Run 1, metal 1:
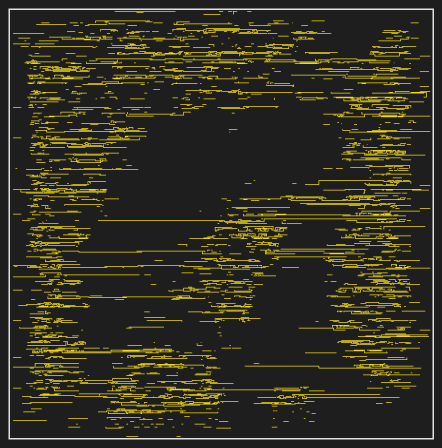
Run 1, port wiring:
The bar under the picture is 50 um long.
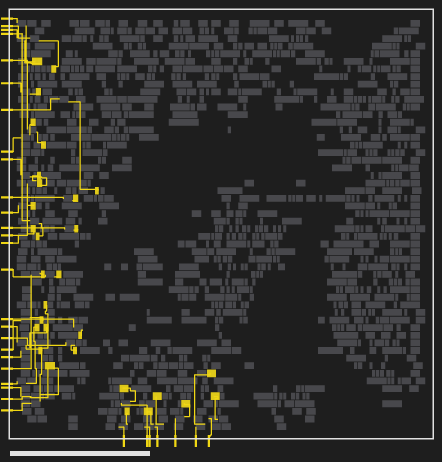
Run 1, clock network drawn from the DEF:
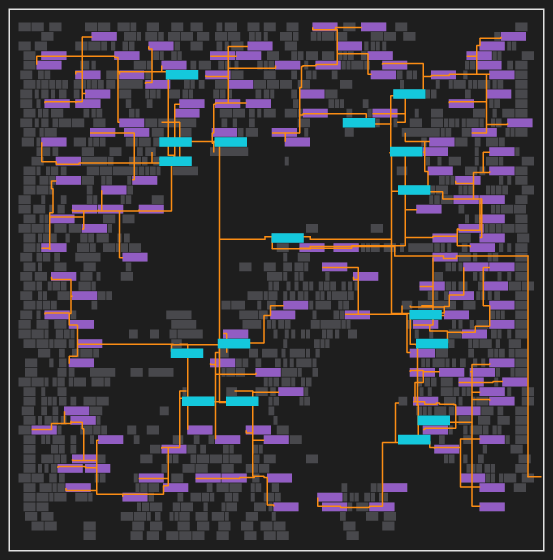
==> src/rtl/mem_arbiter.sv <==
// Arbitrates the RAM controller's single word port between fetch, load and store.
// One transaction at a time; a flushed fetch is drained and its result discarded.
module mem_arbiter #(
  parameter int STARVE_LIMIT = 4,
  parameter int CNT_W        = 3
) (
  input  logic        clk,
  input  logic        rst,
  input  logic        flush,
  input  logic        if_req,
  input  logic [31:0] if_addr,
  output logic        if_done,
  output logic [31:0] if_data,
  input  logic        ld_req,
  input  logic [31:0] ld_addr,
  input  logic [1:0]  ld_len,
  input  logic        ld_signed,
  output logic        ld_done,
  output logic [31:0] ld_data,
  input  logic        st_req,
  input  logic [31:0] st_addr,
  input  logic [1:0]  st_len,
  input  logic [31:0] st_data,
  output logic        st_done,
  output logic        mem_read,
  output logic        mem_write,
  output logic        mem_signed,
  output logic [31:0] mem_addr,
  output logic [1:0]  mem_len,
  output logic [31:0] mem_w_data,
  input  logic [31:0] mem_r_data,
  input  logic        mem_done
);

  typedef enum logic [1:0] {IDLE, BUSY, DRAIN} state_t;
  typedef enum logic [1:0] {OWN_NONE, OWN_IF, OWN_LD, OWN_ST} owner_t;

  localparam logic [1:0] LEN_WORD = 2'b11;

  state_t             state, state_nxt;
  owner_t             owner, owner_nxt, winner;
  logic [CNT_W-1:0]   starve_cnt, starve_cnt_nxt;
  logic               if_elig, ld_elig, st_elig, if_starved;

  logic               mem_read_nxt, mem_write_nxt, mem_signed_nxt;
  logic [31:0]        mem_addr_nxt, mem_w_data_nxt;
  logic [1:0]         mem_len_nxt;
  logic               if_done_nxt, ld_done_nxt, st_done_nxt;
  logic [31:0]        if_data_nxt, ld_data_nxt;

  // A requester whose done pulse is out this cycle still shows the old req; mask it.
  assign if_elig    = if_req & ~if_done & ~flush;
  assign ld_elig    = ld_req & ~ld_done;
  assign st_elig    = st_req & ~st_done;
  assign if_starved = (starve_cnt >= CNT_W'(STARVE_LIMIT));

  always_comb begin
    winner = OWN_NONE;
    if (if_elig && if_starved) winner = OWN_IF;
    else if (st_elig)          winner = OWN_ST;
    else if (ld_elig)          winner = OWN_LD;
    else if (if_elig)          winner = OWN_IF;
  end

  // State register; every output is registered alongside it.
  always_ff @(posedge clk) begin
    if (rst) begin
      state      <= IDLE;
      owner      <= OWN_NONE;
      starve_cnt <= '0;
      mem_read   <= 1'b0;
      mem_write  <= 1'b0;
      mem_signed <= 1'b0;
      mem_addr   <= '0;
      mem_len    <= '0;
      mem_w_data <= '0;
      if_done    <= 1'b0;
      if_data    <= '0;
      ld_done    <= 1'b0;
      ld_data    <= '0;
      st_done    <= 1'b0;
    end else begin
      state      <= state_nxt;
      owner      <= owner_nxt;
      starve_cnt <= starve_cnt_nxt;
      mem_read   <= mem_read_nxt;
      mem_write  <= mem_write_nxt;
      mem_signed <= mem_signed_nxt;
      mem_addr   <= mem_addr_nxt;
      mem_len    <= mem_len_nxt;
      mem_w_data <= mem_w_data_nxt;
      if_done    <= if_done_nxt;
      if_data    <= if_data_nxt;
      ld_done    <= ld_done_nxt;
      ld_data    <= ld_data_nxt;
      st_done    <= st_done_nxt;
    end
  end

  always_comb begin
    state_nxt = state;
    owner_nxt = owner;
    case (state)
      IDLE: begin
        if (winner != OWN_NONE) begin
          state_nxt = BUSY;
          owner_nxt = winner;
        end
      end
      BUSY: begin
        if (mem_done) begin
          state_nxt = IDLE;
          owner_nxt = OWN_NONE;
        end else if (flush && owner == OWN_IF) begin
          // The controller cannot abort, so the fetch runs out with its result dropped.
          state_nxt = DRAIN;
        end
      end
      DRAIN: begin
        if (mem_done) begin
          state_nxt = IDLE;
          owner_nxt = OWN_NONE;
        end
      end
      default: begin
        state_nxt = IDLE;
        owner_nxt = OWN_NONE;
      end
    endcase
  end

  always_comb begin
    mem_read_nxt   = mem_read;
    mem_write_nxt  = mem_write;
    mem_signed_nxt = mem_signed;
    mem_addr_nxt   = mem_addr;
    mem_len_nxt    = mem_len;
    mem_w_data_nxt = mem_w_data;
    if_done_nxt    = 1'b0;
    ld_done_nxt    = 1'b0;
    st_done_nxt    = 1'b0;
    if_data_nxt    = if_data;
    ld_data_nxt    = ld_data;
    starve_cnt_nxt = starve_cnt;

    case (state)
      IDLE: begin
        case (winner)
          OWN_IF: begin
            mem_read_nxt   = 1'b1;
            mem_addr_nxt   = if_addr;
            mem_len_nxt    = LEN_WORD;
            mem_signed_nxt = 1'b0;
            mem_w_data_nxt = '0;
          end
          OWN_LD: begin
            mem_read_nxt   = 1'b1;
            mem_addr_nxt   = ld_addr;
            mem_len_nxt    = ld_len;
            mem_signed_nxt = ld_signed;
            mem_w_data_nxt = '0;
          end
          OWN_ST: begin
            mem_write_nxt  = 1'b1;
            mem_addr_nxt   = st_addr;
            mem_len_nxt    = st_len;
            mem_signed_nxt = 1'b0;
            mem_w_data_nxt = st_data;
          end
          default: ;
        endcase
        if (winner == OWN_IF)
          starve_cnt_nxt = '0;
        else if (winner != OWN_NONE && if_elig && !(&starve_cnt))
          starve_cnt_nxt = starve_cnt + CNT_W'(1);
      end
      BUSY: begin
        if (mem_done) begin
          mem_read_nxt  = 1'b0;
          mem_write_nxt = 1'b0;
          case (owner)
            OWN_IF: begin
              if (!flush) begin
                if_done_nxt = 1'b1;
                if_data_nxt = mem_r_data;
              end
            end
            OWN_LD: begin
              ld_done_nxt = 1'b1;
              ld_data_nxt = mem_r_data;
            end
            OWN_ST:  st_done_nxt = 1'b1;
            default: ;
          endcase
        end
      end
      DRAIN: begin
        if (mem_done) mem_read_nxt = 1'b0;
      end
      default: begin
        mem_read_nxt  = 1'b0;
        mem_write_nxt = 1'b0;
      end
    endcase

    if (flush) starve_cnt_nxt = '0;
  end

endmodule

==> config.mk <==
export PLATFORM = sky130hd
export DESIGN_NAME = mem_arbiter
export DESIGN_NICKNAME = d
export VERILOG_FILES = /design/src/rtl/mem_arbiter.sv
export SDC_FILE = /design/constraint.sdc
export NUM_CORES = 1
export LEC_CHECK = 0
export ABC_AREA = 1
export CAP_MARGIN = 40
export CELL_PAD_IN_SITES_DETAIL_PLACEMENT = 0
export CELL_PAD_IN_SITES_GLOBAL_PLACEMENT = 1
export CORE_AREA = 2 2 149 151
export DETAILED_ROUTE_END_ITERATION = 8
export DIE_AREA = 0 0 151 153
export PLACE_DENSITY = 0.92
export SYNTH_ARGS = -nofsm -noshare
export SYNTH_HDL_FRONTEND = slang
export SYNTH_SLANG_ARGS = --single-unit
==> constraint.sdc <==
create_clock -name clk -period 2.4 [get_ports clk]
set_input_delay 0.36 -clock clk [delete_from_list [all_inputs] [get_ports clk]]
set_output_delay 0.36 -clock clk [all_outputs]
set_load 0.01 [all_outputs]
==> flow_summary.yaml, run 1 <==
# implementation run metrics
outcome:
  status: "finished clean"
sta:
  max_freq_ghz: 0.520
  rsz0062_at_grt: "no"
  setup_viol: 0
  fin_setup_tns_ns: 0
  hold-worst-slack_ns: 0.444
  max_slew_margin_pct: 57.9
drt:
  drc: 0
  wl_per_cell_um: 15.5
  routed_via_density: 4.62
  drt-initial-drc-count: 219
flow_run:
  warnings: 32
  cap_violations: 0
logic_synthesis:
  synth_warnings: 0
  synthDistinctLibCells: 23
  syn_area_um2: 5730
  ys_ff: 143
  yosys_area_um2: 5730
  fp_nets: 938
  topCellsByArea: "dfxtp_1 (50%), nor2_1 (9.2%), o21ai_0 (8.6%)"
  syn_area_per_cell_um2: 7.58
  synth_top_area_share_pct: 49.9
  yosys-stat-cells: 756
  top_area_cell: "dfxtp_1"
power_and_ir_drop:
  p_per_area_nw_per_um2: 864
  power_mw: 8.58
  leakage_nw: 3.78
worst_setup_path:
  cp_common_cell: "nand2_1"
  slowest_stage: "clkdlybuf4s50_1"
  worst-path-max-fanout: 36
  path_buffers: 4
  end_kind: "register"
  path_delay_family: "buffers and inverters"
  cpPeakStageDelay_ns: 0.48
  worst-path-stages: 12
  arrival_ns: 2.27
  crit_chain: "clkdlybuf4s50_1, nand2_1, nor2_1, nand2_1, nand2_1, inv_1, ha_1, nor2_4, buf_4, buf_12, o21ai_0, a31oi_1"
  r2r_cells: 10
  worst-setup-path-type: "in2reg"
cts:
  clkTransAtPathRegs_ns: 0.07
  ctsHtreeMaxLevel: 4
  cts_tree: "yes"
  post-cts-setup-buffers: 0
  postCtsHoldBufs: 0
  clkSinkCount: 143
  post_cts.resized_instances: 0
  ctsRootBufferMaster: "clkbuf_16"
floorplanning:
  ioPinCount: 308
  chip_area_um2: 23100
  rows: 54
  core_um2: 21500
  initial_core_util_pct: 26.7
  die_x_um: 151
place:
  dp_worst_setup_slack_ns: 0.0214
  gp_congestion: 0.803
  dpl.hpwl_mm: 15.4
cells_and_area:
  fin_util_pct: 46.2
  fin_nets: 1244
  nFillCells: 2110
  logic_area_um2: 2540
min_path:
  whs_path_depth: 2
  hold_class: "reg2reg"
global_route:
  grt_pass1_vias: 6080
  grt.total_usage_pct: 17.9
  gr-total-overflow: 0
  grt_max_degree: 61
  antenna_found_initial: 1
-- 'metal 1' (at the start) --
The longest straight run is 47.4 um. The layer carries 8280 um of wire. 1066 nets have wire on it.
routed vias: 6264
global-route track usage on met1: 19.7%

-- 'port wiring' (at the start) --
Key: yellow = `ld_addr` [bits 32, direction input, edge 25 west, 7 south, end cells 32, buffers 32, wire 814 um]

-- 'clock network drawn from the DEF' (at the start) --
Key: purple = flip-flops [count 143]; cyan = clock-net drivers [count 17]; orange = clock wires [length 2080 um]
Position of the flops: widely spread. There are 18 routed clock nets.
P_clk: 2.82 mW
clock share of power: 32.9%

## run 1: per-stage QoR
stage	std cells	instance area (um2)
2_1_floorplan	756	5730
3_3_place_gp	1323	9300
3_5_place_dp	1323	9300
4_1_cts	1355	9920
5_1_grt	1356	9930
6_report	1356	9930
## run 1: where the power goes
part | leakage, nW | switching, mW | internal [mW]
sequential | 1.17 | 0.193 | 2.74
combinational | 2.31 | 1.38 | 1.44
clock | 0.299 | 1.07 | 1.75
total | 3.78 | 2.65 | 5.93
## run 1: routing by layer
layer	share of wire (%)	global-route usage [%]
met1	39	19.7
met2	48	30.9
met3	9.9	6.90
met4	2.5	6.90
met5	0	0
## run 1: cells by family after synthesis
kind of cell    after synthesis  share of synthesized area, %
compound gates              212                          19.8
simple gates                316                          22.0
buf+inv                      75                          6.00
fa+ha+maj                    10                          2.18
flops                       143                          49.9
## run 1: worst paths after layout
kind	startpoint	to	slack, ns
worst max-delay path	if_req	mem_addr[20]$_SDFFE_PP0P_	0.48
worst min-delay path	mem_write$_SDFFE_PP0P_	mem_write$_SDFFE_PP0P_	0.44
worst min register to register	mem_write$_SDFFE_PP0P_	mem_write$_SDFFE_PP0P_	0.44
worst max register to register	starve_cnt[2]$_SDFFE_PP0P_	mem_addr[20]$_SDFFE_PP0P_	0.51
## run 1: worst reg2reg max path, stage by stage, from the launching register on
cell and delay [ns]:
dfxtp_1 0.40, nand3b_1 0.13, nand2_1 0.07, nand2_1 0.07
inv_1 0.06, ha_1 0.22, nor2_4 0.14, buf_4 0.23
buf_12 0.21, o21ai_0 0.11, a31oi_1 0.18
## run 1: final cells by class
type / instances / share of cell area (%)
timing repair buffer: 343 / 35.1
inverter: 19 / 0.719
clock buffer: 20 / 4.40
clock inverter: 12 / 1.87
multi-input combinational: 538 / 25.6
sequential: 143 / 28.8
antenna: 1 / 0.0252
tap: 280 / 3.53
## run 1: sequential cells by signal, indices dropped and copies added, names as in the netlist, 2 cells and up
| signal | flops |
|---|---|
| if_data | 32 |
| ld_data | 32 |
| mem_addr | 32 |
| mem_w_data | 32 |
| starve_cnt | 3 |
| mem_len | 2 |
| owner | 2 |
| state | 2 |
## run 1: synthesized netlist by cell type
master,count
nand3_1,44
inv_2,4
a211oi_1,1
nor2_4,1
inv_1,15
buf_2,23
nor2_1,141
nand3b_1,1
buf_1,2
a21oi_1,71
o21ai_0,99
nor3_2,1
ha_1,10
dfxtp_1,143
a31oi_1,32
buf_4,3
nor2_2,1
o21a_1,1
nand2_1,125
nor3_1,2
buf_6,3
a21oi_2,8
clkbuf_1,25
--- run 2 (diff from run 1) ---
Settings changed: CORE_AREA 2 2 149 151 to 2 2 158 160, DIE_AREA 0 0 151 153 to 0 0 160 162, PLACE_DENSITY 0.92 to 0.87.
Clock period 2.4 ns to 1.6 ns, I/O delays scaled along.
==> run 2 against run 1 <==
Against the previous run:
- the run now ends with setup timing left
- clock power is 44% higher
- die size is 12% higher
- via count is 1.8% higher
- register-to-register slack worse by 0.63 ns
- wire length is 5.8% higher
- hold slack worse by 0.057 ns
- sequential share of layout area is 1.9 points lower
- first-iteration DRC count is 72% higher
- synthesized area stayed put
- worst setup slack worse by 0.59 ns
- sequential power is about 50% higher
- global-route usage is 2.1 points lower
- critical path type is now reg2reg
- largest cell class unchanged
==> flow_summary.yaml, run 2 <==
# implementation run metrics
outcome:
  status: "complete, but fails checks"
  violations: "setup timing"
drt:
  routed_via_density: 4.49
  drt-initial-drc-count: 377
  wl_per_cell_um: 15.7
sta:
  max_freq_ghz: 0.582
  setup_slack_ns: -0.119
  setup_viol: 67
  max_slew_margin_pct: 83.1
logic_synthesis:
  ys_ff: 143
  fp_nets: 938
  synth_top_area_share_pct: 49.9
  yosys_area_um2: 5730
  enable_flop_cells: 0
  syn_area_per_cell_um2: 7.58
  ff_type: "dfxtp_1"
cts:
  clkTransAtPathRegs_ns: 0.07
  postCtsHoldBufs: 0
  clkSinkCount: 143
  cts_tree: "yes"
  ctsRootBufferMaster: "clkbuf_16"
place:
  dpl.hpwl_mm: 14.6
floorplanning:
  die_x_um: 160
  ioPinCount: 308
  rows: 57
  initial_core_util_pct: 23.8
worst_setup_path:
  end_kind: "register"
  arrival_ns: 2.06
  slowest_stage: "dfxtp_4"
  crit_chain: "inv_2, nand2_2, nor2_2, nand2_2, nand2_4, inv_4, ha_4, nor2_4, buf_12, buf_12, nand3_1, a21oi_1"
power_and_ir_drop:
  power_mw: 13.4
  p_per_area_nw_per_um2: 1260
global_route:
  grt_pass1_vias: 6013
  grt_max_degree: 50
  antenna_found_initial: 1
cells_and_area:
  nFillCells: 2394
run 2: worst paths after layout:
path,from,to,slack (ns),cells after the start
min,st_addr[31],mem_addr[31]$_SDFFE_PP0P_,0.39,3
max,if_done$_SDFF_PP0_,mem_w_data[24]$_SDFFE_PP0P_,-0.12,12
max reg2reg,if_done$_SDFF_PP0_,mem_w_data[24]$_SDFFE_PP0P_,-0.12,12
min reg2reg,mem_write$_SDFFE_PP0P_,mem_write$_SDFFE_PP0P_,0.44,2
run 2: final cells by class:
class / instances / area share, %
clock buffers: 19 / 4.16
clock inverters: 13 / 1.42
well taps: 324 / 3.81
flip-flops and latches: 143 / 27.0
diodes: 1 / 0.0235
inverters: 19 / 0.717
multi-input cells: 538 / 26.0
repair buffers: 362 / 37.0
run 2: report_power, final:
| group | switching (mW) | internal (mW) | total [mW] |
|---|---|---|---|
| logic | 2.41 | 2.56 | 4.97 |
| registers | 0.289 | 4.11 | 4.40 |
| clock network | 1.70 | 2.37 | 4.07 |
run 2: what timing repair did:
action	4_1_cts	5_1_grt
endpoints found under the hold margin	0	0
setup endpoints to repair	72	131
gates cloned	3	7
buffers inserted	4	1
pin swaps	1	15
gates resized	19	104
run 2: cell families (layout without fill, tap and decap cells):
logic type      count (synthesis)  count (layout)  share of synthesized area, %
simple gates                  316             316                          22.0
other cells                     0               1                             0
buf+inv                        75             413                          6.00
compound gates                212             212                          19.8
flops                         143             143                          49.9
fa+ha+maj                      10              10                          2.18
run 2: metrics by stage:
stage	cell area, um2	utilization (%)	worst slack, ns
6_report	10600	44.2	-0.119
5_1_grt	10600	44.1	-0.237
4_1_cts	10300	42.5	-0.123
3_5_place_dp	9480	39.3	-0.501
3_3_place_gp	9480	39.3	-0.432
2_1_floorplan	5770	-	0.0139
run 2: routing by layer:
metal | GRT usage, % | part of all wire, % | vias to the layer above | routed length, um
met4 | 5.61 | 2.0 | 0 | 434
met5 | 0 | 0 | - | 0
li1 | - | - | 3175 | -
met3 | 4.39 | 6.7 | 25 | 1500
met1 | 19.4 | 43 | 2951 | 9600
met2 | 26.7 | 48 | 225 | 10700
run 2: critical path, delay by kind of cell, from the launching register on:
| family | cells | cell delay (ns) |
|---|---|---|
| adders and majority gates | 1 | 0.16 |
| AOI/OAI and AO/OA | 1 | 0.14 |
| and+or+nand+nor | 6 | 0.55 |
| buffers and inverters | 4 | 0.44 |
| DFF | 1 | 0.35 |
Run 2, track usage over the die:
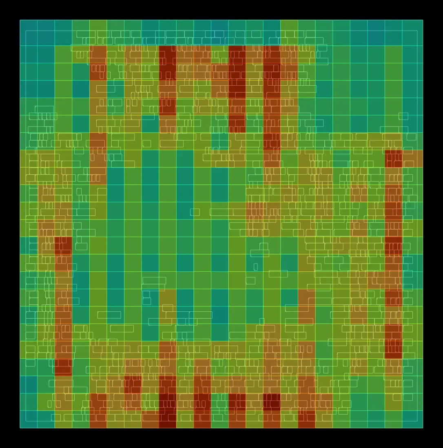
GRT Total Usage: 15.8%
grt met2 use: 26.7%

No activity file was given, so power comes from the tool's default toggle rates.
